### config.mk
export PLATFORM = sky130hd
export DESIGN_NAME = xdma_finish_sender
export DESIGN_NICKNAME = d
export VERILOG_FILES = /design/src/rtl/xdma_finish_sender.sv
export SDC_FILE = /design/constraint.sdc
export NUM_CORES = 1
export LEC_CHECK = 0
export CORE_AREA = 2 2 278 280
export DETAILED_ROUTE_END_ITERATION = 6
export DIE_AREA = 0 0 280 282
export DONT_BUFFER_PORTS = 1
export SLEW_MARGIN = 40
export SYNTH_ARGS = -nofsm -noshare
export SYNTH_HDL_FRONTEND = slang
export SYNTH_SLANG_ARGS = --single-unit
### constraint.sdc
create_clock -name clk_i -period 3 [get_ports clk_i]
set_input_delay 0.3 -clock clk_i [delete_from_list [all_inputs] [get_ports clk_i]]
set_output_delay 0.3 -clock clk_i [all_outputs]
set_load 0.02 [all_outputs]
### src/rtl/xdma_finish_sender.sv
// xdma_finish_sender: turns each to-remote finish request into a single-beat
// AXI4 write of the DMA id to the previous hop's finish address, then tracks
// outstanding B responses and keeps a sticky error flag for non-OKAY replies.
//
// state | meaning
// ------+-----------------------------------------------------------
// Idle  | waiting for a finish request (accepted while count < max)
// Send  | AW and W of the captured request in flight, either order
module xdma_finish_sender #(
  parameter int unsigned AddrWidth      = 48,
  parameter int unsigned DataWidth      = 512,
  parameter int unsigned DmaIdWidth     = 8,
  parameter int unsigned AxiIdWidth     = 4,
  parameter int unsigned AxiId          = 0,
  parameter int unsigned MaxOutstanding = 4
) (
  input  logic                   clk_i,
  input  logic                   rst_ni,
  input  logic                   finish_valid_i,
  output logic                   finish_ready_o,
  input  logic [AddrWidth-1:0]   remote_addr_i,
  input  logic [DmaIdWidth-1:0]  dma_id_i,
  output logic                   aw_valid_o,
  input  logic                   aw_ready_i,
  output logic [AddrWidth-1:0]   aw_addr_o,
  output logic [AxiIdWidth-1:0]  aw_id_o,
  output logic [7:0]             aw_len_o,
  output logic [2:0]             aw_size_o,
  output logic [1:0]             aw_burst_o,
  output logic                   w_valid_o,
  input  logic                   w_ready_i,
  output logic [DataWidth-1:0]   w_data_o,
  output logic [DataWidth/8-1:0] w_strb_o,
  output logic                   w_last_o,
  input  logic                   b_valid_i,
  output logic                   b_ready_o,
  input  logic [1:0]             b_resp_i,
  output logic                   busy_o,
  output logic                   err_o,
  input  logic                   err_clear_i
);

  localparam int unsigned CntW  = $clog2(MaxOutstanding + 1);
  localparam int unsigned StrbW = DataWidth / 8;

  typedef enum logic {
    Idle = 1'b0,
    Send = 1'b1
  } state_e;

  state_e                  state_q;
  logic [AddrWidth-1:0]    addr_q;
  logic [DmaIdWidth-1:0]   id_q;
  logic                    aw_done_q;
  logic                    w_done_q;
  logic [CntW-1:0]         cnt_q;
  logic                    err_q;
  // Holds finish_ready_o low while in reset and for the first cycle after it.
  logic                    run_q;

  logic cnt_full;
  logic accept;
  logic aw_hs;
  logic w_hs;
  logic send_done;
  logic b_hs;

  assign cnt_full       = (cnt_q >= CntW'(MaxOutstanding));
  assign finish_ready_o = run_q && (state_q == Idle) && !cnt_full;
  assign accept         = finish_valid_i && finish_ready_o;

  assign aw_valid_o = (state_q == Send) && !aw_done_q;
  assign w_valid_o  = (state_q == Send) && !w_done_q;
  assign aw_hs      = aw_valid_o && aw_ready_i;
  assign w_hs       = w_valid_o && w_ready_i;
  // The request is complete in the cycle its last remaining channel handshakes.
  assign send_done  = (state_q == Send) && (aw_done_q || aw_hs) && (w_done_q || w_hs);

  assign b_ready_o = (cnt_q != '0);
  assign b_hs      = b_valid_i && b_ready_o;

  assign busy_o = (state_q != Idle) || (cnt_q != '0);
  assign err_o  = err_q;

  assign aw_addr_o  = addr_q;
  assign aw_id_o    = AxiIdWidth'(AxiId);
  assign aw_len_o   = 8'd0;
  assign aw_size_o  = 3'($clog2(StrbW));
  assign aw_burst_o = 2'b01;
  assign w_data_o   = DataWidth'(id_q);
  assign w_strb_o   = '1;
  assign w_last_o   = 1'b1;

  // Request FSM: capture on accept, track per-channel completion in Send.
  always_ff @(posedge clk_i or negedge rst_ni) begin
    if (!rst_ni) begin
      state_q   <= Idle;
      addr_q    <= '0;
      id_q      <= '0;
      aw_done_q <= 1'b0;
      w_done_q  <= 1'b0;
    end else begin
      case (state_q)
        Idle: begin
          if (accept) begin
            addr_q    <= remote_addr_i;
            id_q      <= dma_id_i;
            aw_done_q <= 1'b0;
            w_done_q  <= 1'b0;
            state_q   <= Send;
          end
        end
        Send: begin
          if (send_done) begin
            state_q <= Idle;
          end else begin
            if (aw_hs) aw_done_q <= 1'b1;
            if (w_hs)  w_done_q  <= 1'b1;
          end
        end
        default: state_q <= Idle;
      endcase
    end
  end

  // Outstanding write count: +1 on write completion, -1 on B handshake.
  always_ff @(posedge clk_i or negedge rst_ni) begin
    if (!rst_ni) begin
      cnt_q <= '0;
    end else begin
      case ({send_done, b_hs})
        2'b10:   cnt_q <= cnt_q + CntW'(1);
        2'b01:   cnt_q <= cnt_q - CntW'(1);
        default: cnt_q <= cnt_q;
      endcase
    end
  end

  // Sticky error flag; a new error in the same cycle as a clear wins.
  always_ff @(posedge clk_i or negedge rst_ni) begin
    if (!rst_ni) begin
      err_q <= 1'b0;
    end else if (b_hs && (b_resp_i != 2'b00)) begin
      err_q <= 1'b1;
    end else if (err_clear_i) begin
      err_q <= 1'b0;
    end
  end

  // Enable request acceptance once the block is out of reset.
  always_ff @(posedge clk_i or negedge rst_ni) begin
    if (!rst_ni) begin
      run_q <= 1'b0;
    end else begin
      run_q <= 1'b1;
    end
  end

endmodule

**Run 1: met1 routing**

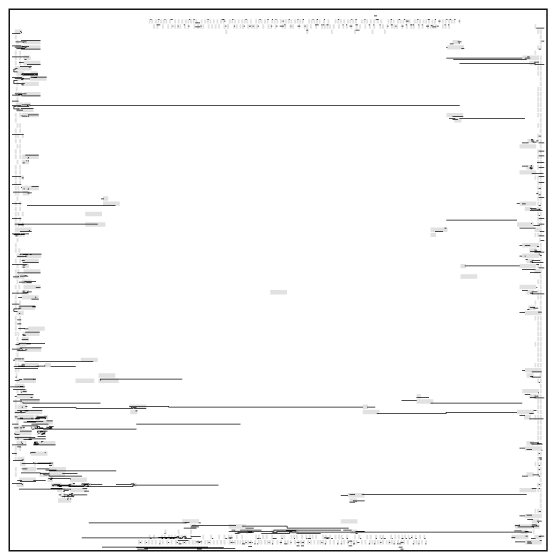
longest straight run = 225 um
share of all routed wire = 29%
nets with wire on the layer = 422

**Run 1: met2 routing**

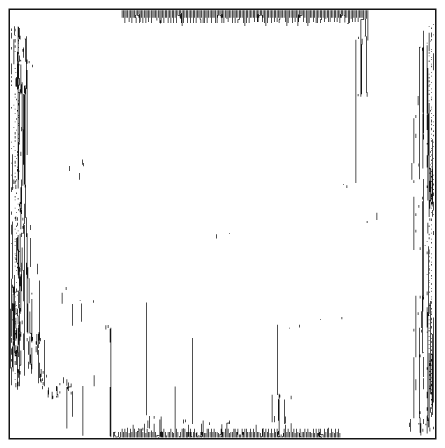
nets with wire on the layer = 799
main direction = vertical
wire length on this layer = 6,620 um

**Run 1: M4 wires**

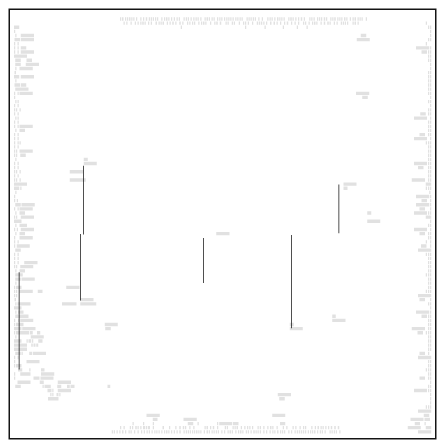
longest straight run = 63.9 um
share of all routed wire = 2.3%
main direction = vertical
wire length on this layer = 275 um
nets with wire on the layer = 3

==> impl_metrics.ini, run 1 <==
; physical design summary
[worst_setup_path]
cp-startpoint = state_q$_DFF_PN0_
cp_num_buf_inv = 1
crit_path_end = aw_addr_o[19]$_DFFE_PN0P_
critical_path_class = reg -> reg
worstPathMaxFanout = 59
crit_path_end_kind = register
cp_cell_sequence = nor3b_2, and2_4, buf_12, mux2_2
path_delay_family = simple AND/OR/NAND/NOR gates
r2r_slack_ps = 880
crit_arrival_ps = 2350
r2r_end = aw_addr_o[19]$_DFFE_PN0P_
r2r_start = state_q$_DFF_PN0_
crit_slowest_cell = dfrtp_1
cp_data_required_time_ps = 3230
crit_path_start_kind = register
cpPeakStageDelay_ps = 480
ff2ff_path_depth = 4
path_depth = 4

[yosys]
synthArstFlopShare = 1.000
aoi_share = 0.008112
synthTopLogicFamily = buffers and inverters
yosys_cells = 745
edf_count = 0
yosys.area.top_type = buf_4
ys_sh_simple = 0.009374
syn_area_mm2 = 0.006940
ys_sh_adder = 0.004687
ys.flops = 64
flop_cell = dfrtp_1
top_cells_by_area = buf_4 64%, dfrtp_1 23%, mux2_2 8.0%
ys_warn_count = 0
synth_area_per_cell_um2 = 9.316
xor_share = 0.003786
seq_area_frac_synth = 0.2308
mux_share = 0.09465
ys_area_mm2 = 0.006940
synth.top_cell.area_share = 0.6382
ys_types = 25
synthCells = 745

[flow_run]
tool_warnings = 26
drv_cap = 0

[finish]
layout_top_cell = conb_1
mostFrequentLayoutCells = 587 x conb_1, 64 x dfrtp_1, 49 x mux2_2, 9 x clkbuf_16, 7 x mux2_4
syn_to_final_growth_pct = -9.428
final_util = 0.08304
fin_nets = 819
fill_cells = 8819
flop_area_mm2 = 0.001602
combGateArea_mm2 = 0.003040
drive_gt1_frac = 0.1017

[cts]
clkTransAtPathRegs_ps = 80
root_buffer = clkbuf_16
ctsLongestPathBuffers = 2
post_cts_buffers = 0
cts_buffers = 9
post_cts_resized = 0
clk_latency_ps = 370
cts_tree = done
htree_levels = 3
cts_hold_buf = 3
clkSinkCount = 64

[floorplanning]
die_w_um = 280
dieHeight_um = 282
rows = 101
fp_util = 0.09169
io-pin-count = 713
die_area_mm2 = 0.07896
coreArea_mm2 = 0.07570

[pwr]
power.total_mw = 4.845
swShare = 0.4893
p_int_mw = 2.474
p_sw_mw = 2.371
power_density_mw_per_mm2 = 770.8
power.share.clock = 0.265
p_leak_nw = 3.183
seqPwrFrac = 0.447
pwr-share-comb = 0.288
peakVddDrop_mv = 0.3654

[timing]
min_period_ps = 2118
final-max-slew-violation-count = 0
timing.final.hold_violations = 0
rsz0062_at_grt = no
finalCritPeriodShare = 0.7059
worst_pin_slew_ps = 502.2
fin_skew_ps = 23.52
finalSetupViolations = 0
relSlewSlack = 0.6645
fmax_mhz = 472.2
setup_tns_ps = 0

[drt]
wl_um = 12020
postRouteAntennaNets = 0
vias_per_cell = 1.621
num_vias = 2814
wire_per_inst_um = 6.921
firstDrtPassIters = 3
drt_iter0_markers = 37
drc_errors = 0

[global_routing]
grt_pass1_vias = 1815
antenna_found_initial = 1
gr-total-overflow = 0
grt_start_max_net_pins = 65
grt_first_pass_wirelength_um = 13310
grt_use_total = 0.02625

[worst_hold_path]
min_from = dma_id_i[7]
whs_endpoint = id_q[7]$_DFFE_PN0P_
worst_hold_path_type = in -> reg
hold_depth = 1

[place]
portBuffers = 0
gp_congestion = 0.6464
hpwl_um = 9190

[run_status]
run_status = completed
==> run 1: sequential cells by signal (all words and copies together) (netlist names) <==
name	count
err_o	1
aw_done_q	1
w_done_q	1
id_q	8
run_q	1
state_q	1
aw_addr_o	48
cnt_q	3
==> run 1: final cells by class <==
type / instances / share of cell area
antenna: 1 / 0.0003981
inverter: 6 / 0.003583
sequential: 64 / 0.2548
multi-input combinational: 667 / 0.4837
clock buffer: 9 / 0.03583
tap: 978 / 0.1947
clock inverter: 7 / 0.01632
timing repair buffer: 4 / 0.01075
==> run 1: through the flow <==
stage / cell area (um^2) / hold WS [ps] / setup WS [ps] / cells
after global placement: 5908 / 6.586 / 877.9 / 1716
after CTS: 6284 / 4.367 / 856.6 / 1735
final: 6286 / 66.83 / 882.3 / 1736
after global routing: 6286 / 24.75 / 754.1 / 1736
after floorplan: 9136 / 4.409 / 1215 / 1330
after detailed placement: 5908 / 6.582 / 901.2 / 1716
==> run 1: Yosys cell counts, types with 2 or more instances <==
master   number
buf_4       590
dfrtp_1      64
mux2_2       49
mux2_4        7
inv_1         6
o21ai_0       5
buf_6         2
conb_1        2
nor2_1        2
nor2b_1       2
xor2_1        2
==> run 1: per-layer routing <==
metal	vias to the layer above	routed length, um	global-route usage
met5	-	0	0
met4	0	274	0.01440
met3	15	1694	0.01707
met2	383	6620	0.04608
met1	1269	3425	0.02263
li1	1147	-	-
==> run 1: power groups by stage <==
stage               Clock (mW)  Sequential [mW]  Combinational, mW
global placement             0             2.21               1.35
global route              1.42             2.24               1.55
CTS                       1.41             2.20               1.40
detailed placement           0             2.20               1.38
finish                    1.28             2.16               1.40
floorplan                    0             2.01               1.87
==> inputs of run 2 (changes only) <==
==> constraint.sdc (replaced) <==
create_clock -name clk_i -period 2.2 [get_ports clk_i]
set_input_delay 0.22 -clock clk_i [delete_from_list [all_inputs] [get_ports clk_i]]
set_output_delay 0.22 -clock clk_i [all_outputs]
set_load 0.02 [all_outputs]
==> impl_metrics.ini, run 2 <==
; physical design summary
[yosys]
syn_area_mm2 = 0.006940
ys.flops = 64
synthArstFlopShare = 1.000
synth.top_cell.area_share = 0.6382
top_cells_by_area = buf_4 64%, dfrtp_1 23%, mux2_2 8.0%
netlist_top_cells_count = 590 x buf_4, 64 x dfrtp_1, 49 x mux2_2
ys_types = 25
ys_warn_count = 0
flop_cell = dfrtp_1
seq_area_frac_synth = 0.2308
yosys_cells = 745
synthCells = 745
synth_area_per_cell_um2 = 9.316
edf_count = 0
yosys.area.top_type = buf_4
ys_area_mm2 = 0.006940
top_cell = buf_4

[timing]
setup_tns_ps = 0
relSlewSlack = 0.6592
finalSetupViolations = 0
whs_ps = 59.67
worst_slack_ps = 230.4
worst_pin_slew_ps = 510.2
rsz0062_at_grt = no
timing.final.hold_violations = 0
final-max-slew-violation-count = 0
finalCritPeriodShare = 0.8953
fmax_mhz = 507.7
fin_skew_ps = 14.55
min_period_ps = 1970

[finish]
mostFrequentLayoutCells = 587 x conb_1, 64 x dfrtp_1, 59 x dlygate4sd3_1, 49 x mux2_2, 9 x clkbuf_16
fin_nets = 877
layout.cells.non_filler = 1794
fill_cells = 8751
drive_gt1_frac = 0.09571
fin_area_mm2 = 0.006887
syn_to_final_growth_pct = -0.7753
layout_top_cell = conb_1
largest_reg_flops = 48

[cts]
root_buffer = clkbuf_16
cts_hold_buf = 60
ctsLongestPathBuffers = 2
htree_levels = 3
clkSinkCount = 64
clkTransAtPathRegs_ps = 80
post_cts_resized = 0
cts_buffers = 9
clk_latency_ps = 370
cts_tree = done
post_cts_buffers = 0

[floorplanning]
rows = 101
die_w_um = 280
io-pin-count = 713
fp_util = 0.09169
die_area_mm2 = 0.07896
dieHeight_um = 282
coreArea_mm2 = 0.07570

[worst_setup_path]
ff2ff_path_depth = 7
crit_arrival_ps = 2270
path_common_cell = xor2_1
crit_slowest_cell = dfrtp_1
cpPeakStageDelay_ps = 410
critical_path_class = reg -> reg
path_delay_family = adder cells
worstPathMaxFanout = 4
cp_num_buf_inv = 1
crit_path_end_kind = register
cp_cell_sequence = o221ai_1, ha_1, inv_1, fa_1, xor2_1, nor2_1, xor2_1
crit_path_start_kind = register
path_depth = 7
cp_data_required_time_ps = 2500

[place]
hpwl_um = 9270
place_ws_ps = 225.5
portBuffers = 0
place_area_mm2 = 0.005916
gp_congestion = 0.6492
placed_cells = 1717

[global_routing]
grt_pass1_vias = 2119
met3_usage = 0.01392
grt_use_met1 = 0.02213
antenna_found_initial = 0
grt_start_max_net_pins = 65
grt_busiest_layer = met2
grt_first_pass_wirelength_um = 13820
gr-total-overflow = 0
grt_use_total = 0.02676

[pwr]
power_density_mw_per_mm2 = 990.5
p_leak_nw = 3.440
power.total_mw = 6.821
peakVddDrop_mv = 0.4321

[run_status]
run_status = completed

[drt]
postRouteAntennaNets = 0
wire_per_inst_um = 6.856
drc_errors = 0
drt_iter0_markers = 27
dr_wl_met2_um = 6952
dr_wl_met3_um = 1637
vias_per_cell = 1.699
firstDrtPassIters = 2
num_vias = 3048
wl_um = 12300
top_layer = met4
met1_length_um = 3451

[worst_hold_path]
worst_hold_path_type = in -> reg
hold_depth = 2

[flow_run]
drv_cap = 0
tool_warnings = 26
==> run 2: cell type report <==
class,count,area [um^2],area share
inverters,6,22.52,0.003270
clock buffers,9,225.2,0.03270
repair buffers,62,645.6,0.09375
flip-flops and latches,64,1602,0.2326
well taps,978,1224,0.1777
clock inverters,7,125.1,0.01817
diodes,1,2.502,0.0003634
multi-input cells,667,3040,0.4415
==> run 2: worst register-to-register path: cells and delay by family (launching register included) <==
family,cells,cell delay (ps)
AND-OR/OR-AND,1,380
XOR/XNOR,2,300
adder cells (fa/ha/maj),2,640
buffers and inverters,1,60
flip-flops,1,410
AND/OR/NAND/NOR,1,120
==> run 2: logic make-up after synthesis <==
kind of cell	count (synthesis)	share of synthesized area
xor gates and xnor gates	3	0.003787
buffers and inverters	599	0.6476
DFF	64	0.2308
AOI/OAI and AO/OA	9	0.008113
and+or+nand+nor	10	0.009376
adders and majority gates	2	0.004687
other	2	0.001082
muxes	56	0.09465
==> run 2: final timing paths <==
check | startpoint | end | slack (ps)
setup / recovery | aw_done_q$_DFFE_PN0P_ | cnt_q[2]$_DFFE_PN0P_ | 230
hold / removal | b_resp_i[0] | err_o$_DFFE_PN0P_ | 60
setup reg to reg | aw_done_q$_DFFE_PN0P_ | cnt_q[2]$_DFFE_PN0P_ | 230
hold reg to reg | cnt_q[0]$_DFFE_PN0P_ | cnt_q[0]$_DFFE_PN0P_ | 530
max in group asynchronous | rst_ni | aw_addr_o[18]$_DFFE_PN0P_ | 1420
min in group asynchronous | rst_ni | aw_addr_o[44]$_DFFE_PN0P_ | 370
==> run 2: where the power goes <==
group	switching (mW)	internal [mW]	total, mW
combinational	1.32	0.683	2.00
clock	0.741	1.13	1.87
sequential	1.20	1.76	2.95
total	3.26	3.57	6.82
**Run 2: routing congestion map**

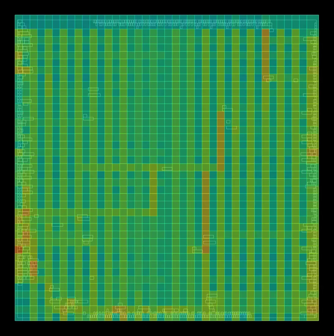
met2 Usage GRT: 0.04925
final core occ: 0.09098

Power and IR drop assume default switching activity.
